### Congestion heat map

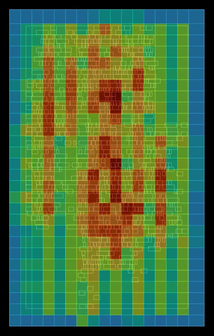
### Metal 2

Cells faint in the background.
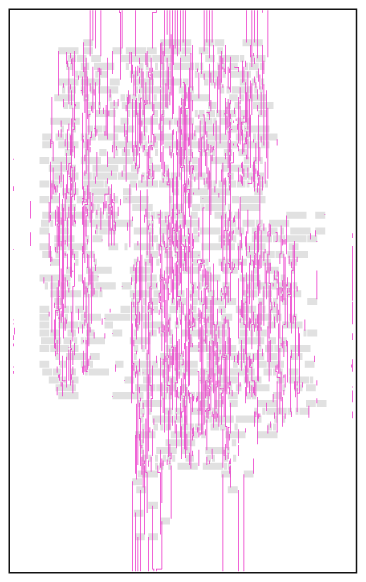
### Met3 routing

Bar = 20 um. Cells faint in the background.
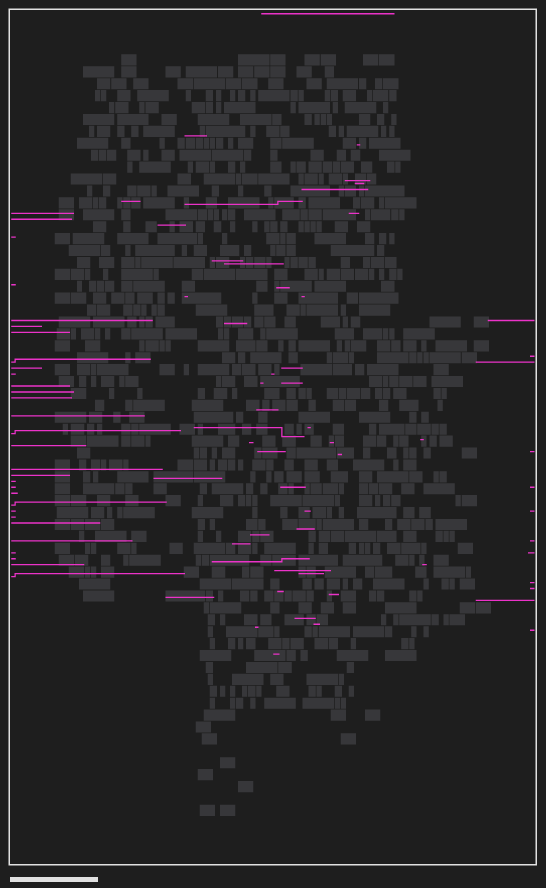
**config.mk**
```make
export PLATFORM = sky130hd
export DESIGN_NAME = cdc_stream_gen
export DESIGN_NICKNAME = d
export VERILOG_FILES = /design/src/rtl/cdc_pkg.sv /design/src/rtl/cdc_lfsr.sv /design/src/rtl/cdc_stream_gen.sv
export SDC_FILE = /design/constraint.sdc
export NUM_CORES = 1
export LEC_CHECK = 0
export ABC_AREA = 0
export CORE_AREA = 10 10 110 185
export DETAILED_ROUTE_END_ITERATION = 10
export DIE_AREA = 0 0 120 195
export PLACE_DENSITY = 0.66
export REMOVE_ABC_BUFFERS = 1
export SYNTH_ARGS = -nofsm -noshare
export SYNTH_HDL_FRONTEND = slang
export SYNTH_SLANG_ARGS = --single-unit
export TNS_END_PERCENT = 20
```
**constraint.sdc**
```tcl
create_clock -name clk_a -period 3.7 [get_ports clk_a]
set_input_delay 0.37 -clock clk_a [delete_from_list [all_inputs] [get_ports clk_a]]
set_output_delay 0.37 -clock clk_a [all_outputs]
set_load 0.02 [all_outputs]
```
**src/rtl/cdc_pkg.sv**
```systemverilog
// Shared types and PRBS31 constants for the CDC stream generator/checker path.
package cdc_pkg;

  typedef enum logic [1:0] {
    IDLE  = 2'd0,
    BURST = 2'd1,
    GAP   = 2'd2,
    DONE  = 2'd3
  } gen_state_t;

  localparam int unsigned PRBS31_LEN  = 31;
  // x^31 + x^28 + 1 -> feedback from bits 30 and 27
  localparam logic [30:0] PRBS31_TAPS = 31'h4800_0000;
  localparam logic [30:0] PRBS31_SEED = 31'h0000_0001;

endpackage

```
**src/rtl/cdc_lfsr.sv**
```systemverilog
// Fibonacci LFSR with load and advance; shifts left, feedback enters at bit 0.
module cdc_lfsr #(
  parameter int unsigned      LEN  = 31,
  parameter logic [LEN-1:0]   TAPS = LEN'(31'h4800_0000),
  parameter logic [LEN-1:0]   SEED = LEN'(1)
) (
  input  logic           clk,
  input  logic           rst,
  input  logic           i_load,
  input  logic [LEN-1:0] i_seed,
  input  logic           i_advance,
  output logic [LEN-1:0] o_state
);

  logic [LEN-1:0] r_state;
  logic           w_fb;

  assign w_fb    = ^(r_state & TAPS);
  assign o_state = r_state;

  always_ff @(posedge clk) begin
    if (rst) begin
      r_state <= SEED;
    end else if (i_load) begin
      r_state <= i_seed;
    end else if (i_advance) begin
      r_state <= {r_state[LEN-2:0], w_fb};
    end
  end

endmodule

```
**src/rtl/cdc_stream_gen.sv**
```systemverilog
// Paced burst traffic source for the CDC FIFO ingress (clk_a domain).
// Optional PRBS31 data mode is built only when CDC_GEN_PRBS_EN is defined.
module cdc_stream_gen
  import cdc_pkg::*;
#(
  parameter int unsigned      WIDTH     = 8,
  parameter logic [WIDTH-1:0] DATA_INIT = '0,
  parameter int unsigned      CNT_W     = 32
) (
  input  logic             clk_a,
  input  logic             rst,
  input  logic             start,
  input  logic             abort,
  input  logic [7:0]       burst_len,
  input  logic [7:0]       gap_len,
  input  logic [15:0]      num_bursts,
`ifdef CDC_GEN_PRBS_EN
  input  logic             prbs_sel,
`endif
  output logic             data_valid_a,
  output logic [WIDTH-1:0] data_a,
  output logic             busy,
  output logic             done,
  output logic [CNT_W-1:0] beat_count
);

  gen_state_t       r_state, w_state_nxt;
  logic [7:0]       r_blen, w_blen_nxt;
  logic [7:0]       r_glen, w_glen_nxt;
  logic [15:0]      r_nb, w_nb_nxt;
  logic [7:0]       r_beat, w_beat_nxt;
  logic [7:0]       r_gap, w_gap_nxt;
  logic [15:0]      r_bcnt, w_bcnt_nxt;
  logic [WIDTH-1:0] r_data, w_data_nxt;
  logic [WIDTH-1:0] r_dout, w_dout_nxt;
  logic [CNT_W-1:0] r_count, w_count_nxt;
  logic             r_valid, w_valid_nxt;
  logic             r_busy, w_busy_nxt;
  logic             r_done, w_done_nxt;
  logic             w_last_beat;
  logic             w_last_burst;

  assign w_last_beat  = (r_beat == r_blen - 8'd1);
  assign w_last_burst = (r_nb != 16'd0) && (16'(r_bcnt + 16'd1) == r_nb);

  // Next-state and next-output logic; every output is taken from a register.
  always_comb begin
    w_state_nxt = r_state;
    w_blen_nxt  = r_blen;
    w_glen_nxt  = r_glen;
    w_nb_nxt    = r_nb;
    w_beat_nxt  = r_beat;
    w_gap_nxt   = r_gap;
    w_bcnt_nxt  = r_bcnt;
    w_data_nxt  = r_data;
    w_dout_nxt  = r_dout;
    w_count_nxt = r_count;
    w_valid_nxt = 1'b0;
    w_busy_nxt  = 1'b0;
    w_done_nxt  = 1'b0;

    case (r_state)
      IDLE: begin
        if (start && !abort) begin
          w_blen_nxt  = (burst_len == 8'd0) ? 8'd1 : burst_len;
          w_glen_nxt  = gap_len;
          w_nb_nxt    = num_bursts;
          w_beat_nxt  = 8'd0;
          w_gap_nxt   = 8'd0;
          w_bcnt_nxt  = 16'd0;
          w_data_nxt  = DATA_INIT;
          w_count_nxt = '0;
          w_state_nxt = BURST;
        end
      end
      BURST: begin
        w_valid_nxt = 1'b1;
        w_busy_nxt  = 1'b1;
        w_dout_nxt  = r_data;
        w_data_nxt  = WIDTH'(r_data + WIDTH'(1));
        w_count_nxt = (&r_count) ? r_count : CNT_W'(r_count + CNT_W'(1));
        if (w_last_beat) begin
          w_beat_nxt = 8'd0;
          w_bcnt_nxt = 16'(r_bcnt + 16'd1);
          if (w_last_burst) begin
            w_state_nxt = DONE;
          end else if (r_glen != 8'd0) begin
            w_gap_nxt   = 8'd0;
            w_state_nxt = GAP;
          end
        end else begin
          w_beat_nxt = 8'(r_beat + 8'd1);
        end
      end
      GAP: begin
        w_busy_nxt = 1'b1;
        if (r_gap == r_glen - 8'd1) begin
          w_gap_nxt   = 8'd0;
          w_state_nxt = BURST;
        end else begin
          w_gap_nxt = 8'(r_gap + 8'd1);
        end
      end
      DONE: begin
        w_done_nxt  = 1'b1;
        w_state_nxt = IDLE;
      end
      default: w_state_nxt = IDLE;
    endcase

    // Abort beats any burst/gap/done transition and freezes data and count.
    if (abort && (r_state != IDLE)) begin
      w_state_nxt = IDLE;
      w_valid_nxt = 1'b0;
      w_busy_nxt  = 1'b0;
      w_done_nxt  = 1'b0;
      w_data_nxt  = r_data;
      w_dout_nxt  = r_dout;
      w_count_nxt = r_count;
    end
  end

  always_ff @(posedge clk_a) begin
    if (rst) begin
      r_state <= IDLE;
      r_blen  <= 8'd1;
      r_glen  <= 8'd0;
      r_nb    <= 16'd0;
      r_beat  <= 8'd0;
      r_gap   <= 8'd0;
      r_bcnt  <= 16'd0;
      r_data  <= DATA_INIT;
      r_dout  <= '0;
      r_count <= '0;
      r_valid <= 1'b0;
      r_busy  <= 1'b0;
      r_done  <= 1'b0;
    end else begin
      r_state <= w_state_nxt;
      r_blen  <= w_blen_nxt;
      r_glen  <= w_glen_nxt;
      r_nb    <= w_nb_nxt;
      r_beat  <= w_beat_nxt;
      r_gap   <= w_gap_nxt;
      r_bcnt  <= w_bcnt_nxt;
      r_data  <= w_data_nxt;
      r_dout  <= w_dout_nxt;
      r_count <= w_count_nxt;
      r_valid <= w_valid_nxt;
      r_busy  <= w_busy_nxt;
      r_done  <= w_done_nxt;
    end
  end

`ifdef CDC_GEN_PRBS_EN
  logic                  r_psel;
  logic                  w_lfsr_load;
  logic                  w_lfsr_adv;
  logic [PRBS31_LEN-1:0] w_lfsr_state;

  assign w_lfsr_load = (r_state == IDLE) && start && !abort;
  assign w_lfsr_adv  = r_psel && (r_state == BURST) && !abort;

  always_ff @(posedge clk_a) begin
    if (rst) begin
      r_psel <= 1'b0;
    end else if (w_lfsr_load) begin
      r_psel <= prbs_sel;
    end
  end

  cdc_lfsr #(
    .LEN  (PRBS31_LEN),
    .TAPS (PRBS31_TAPS),
    .SEED (PRBS31_SEED)
  ) u_lfsr (
    .clk       (clk_a),
    .rst       (rst),
    .i_load    (w_lfsr_load),
    .i_seed    (PRBS31_SEED),
    .i_advance (w_lfsr_adv),
    .o_state   (w_lfsr_state)
  );

  // LFSR state is itself a register, so the selected data stays registered.
  assign data_a = r_psel ? w_lfsr_state[WIDTH-1:0] : r_dout;
`else
  assign data_a = r_dout;
`endif

  assign data_valid_a = r_valid;
  assign busy         = r_busy;
  assign done         = r_done;
  assign beat_count   = r_count;

endmodule

```
==> GITHUB_STEP_SUMMARY <==
## Synthesis and layout report

| Metric | Value |
|---|---|
| Post-CTS setup buffer count | 0 |
| RR Endpoint | r_gap[6]$_SDFFE_PP0P_ |
| Top-area cell share | 38.5% |
| Slowest-stage cell, CP | dfxtp_1 |
| Status | finished clean |
| Final Setup Violations | 0 |
| Comb power frac | 18.7% |
| Area reported by Yosys stat | 6080 um2 |
| CP Data Required Time | 3990 ps |
| Top cells by area | dfxtp_1 39%, nand2_1 7.1%, xor2_1 6.6% |
| Seq pwr | 1.39 mW |
| Final min period | 3040 ps |
| Clock power frac | 43.0% |
| Clk_skew | 9.05 ps |
| H-tree Lvls | 4 |
| Hold Path Origin | rst |
| Clk latency late pin | 420 ps |
| Setup TNS | 0 ps |
| Buffers on Ports | around 80 |
| Met2 wire len | 8320 um |
| Resized Gates After CTS | 0 |
| Worst hold slack | 400 ps |
| DRT antenna net count | 0 |
| CTS max path bufs | 2 |
| Most instantiated logic cell after routing | dfxtp_1 |
| Worst-Margin Slew | 697 ps |
| Synth Instances | roughly 750 |
| Ant diodes | 0 |
| Max reg flops | 32 |
| R2R depth | 9 |
| Clock tree root driver cell | clkbuf_16 |
| Largest Pwr Group | the clock network |
| Residual DRC | 0 |
| Sequential share of power | 38.3% |
| Routing usage on met1 | 12.9% |
| Starting DRT DRC Count | 179 |
| Sw Share | 31.7% |
| Clk power | approximately 1.6 mW |
| Final hold viol count | 0 |
| Final GP Congestion | 0.882 |
About 'Congestion heat map':
GRT met3 Usage: 4.02%
GRT busiest layer: met2
mean routed wirelength per cell: 14.8 um
met2 Usage GRT: 25.0%

About 'Metal 2':
longest straight run: 42.8 um
share of all routed wire: 53%
nets with wire on the layer: 725
main direction: vertical
wire length on this layer: 8320 um
DRT Wirelength: 15700 um
Vias: 5421

About 'Met3 routing':
wire length on this layer: 755 um
longest straight run: 38.6 um
nets with wire on the layer: 65
main direction: horizontal
share of all routed wire: 4.8%

-- cell type report --
| cell class | instances | area (um2) |
|---|---|---|
| Tap cell | 231 | 289 |
| Fill cell | 1751 | 9780 |
| Clock inverter | 15 | 133 |
| Inverter | 26 | 97.6 |
| Clock buffer | 17 | 425 |
| Sequential cell | 117 | 2340 |
| Timing Repair Buffer | 84 | 833 |
| Multi-Input combinational cell | 572 | 3480 |
-- metrics by stage --
step | util [%] | instances | instance area [um2]
after floorplan | - | 715 | 5920
after CTS | 43.7 | 1062 | 7600
after global routing | 43.7 | 1062 | 7600
after detailed placement | 40.5 | 1030 | 7040
after global placement | 40.5 | 1030 | 7040
final | 43.7 | 1062 | 7600
Power is estimated from default activity; no workload was simulated.
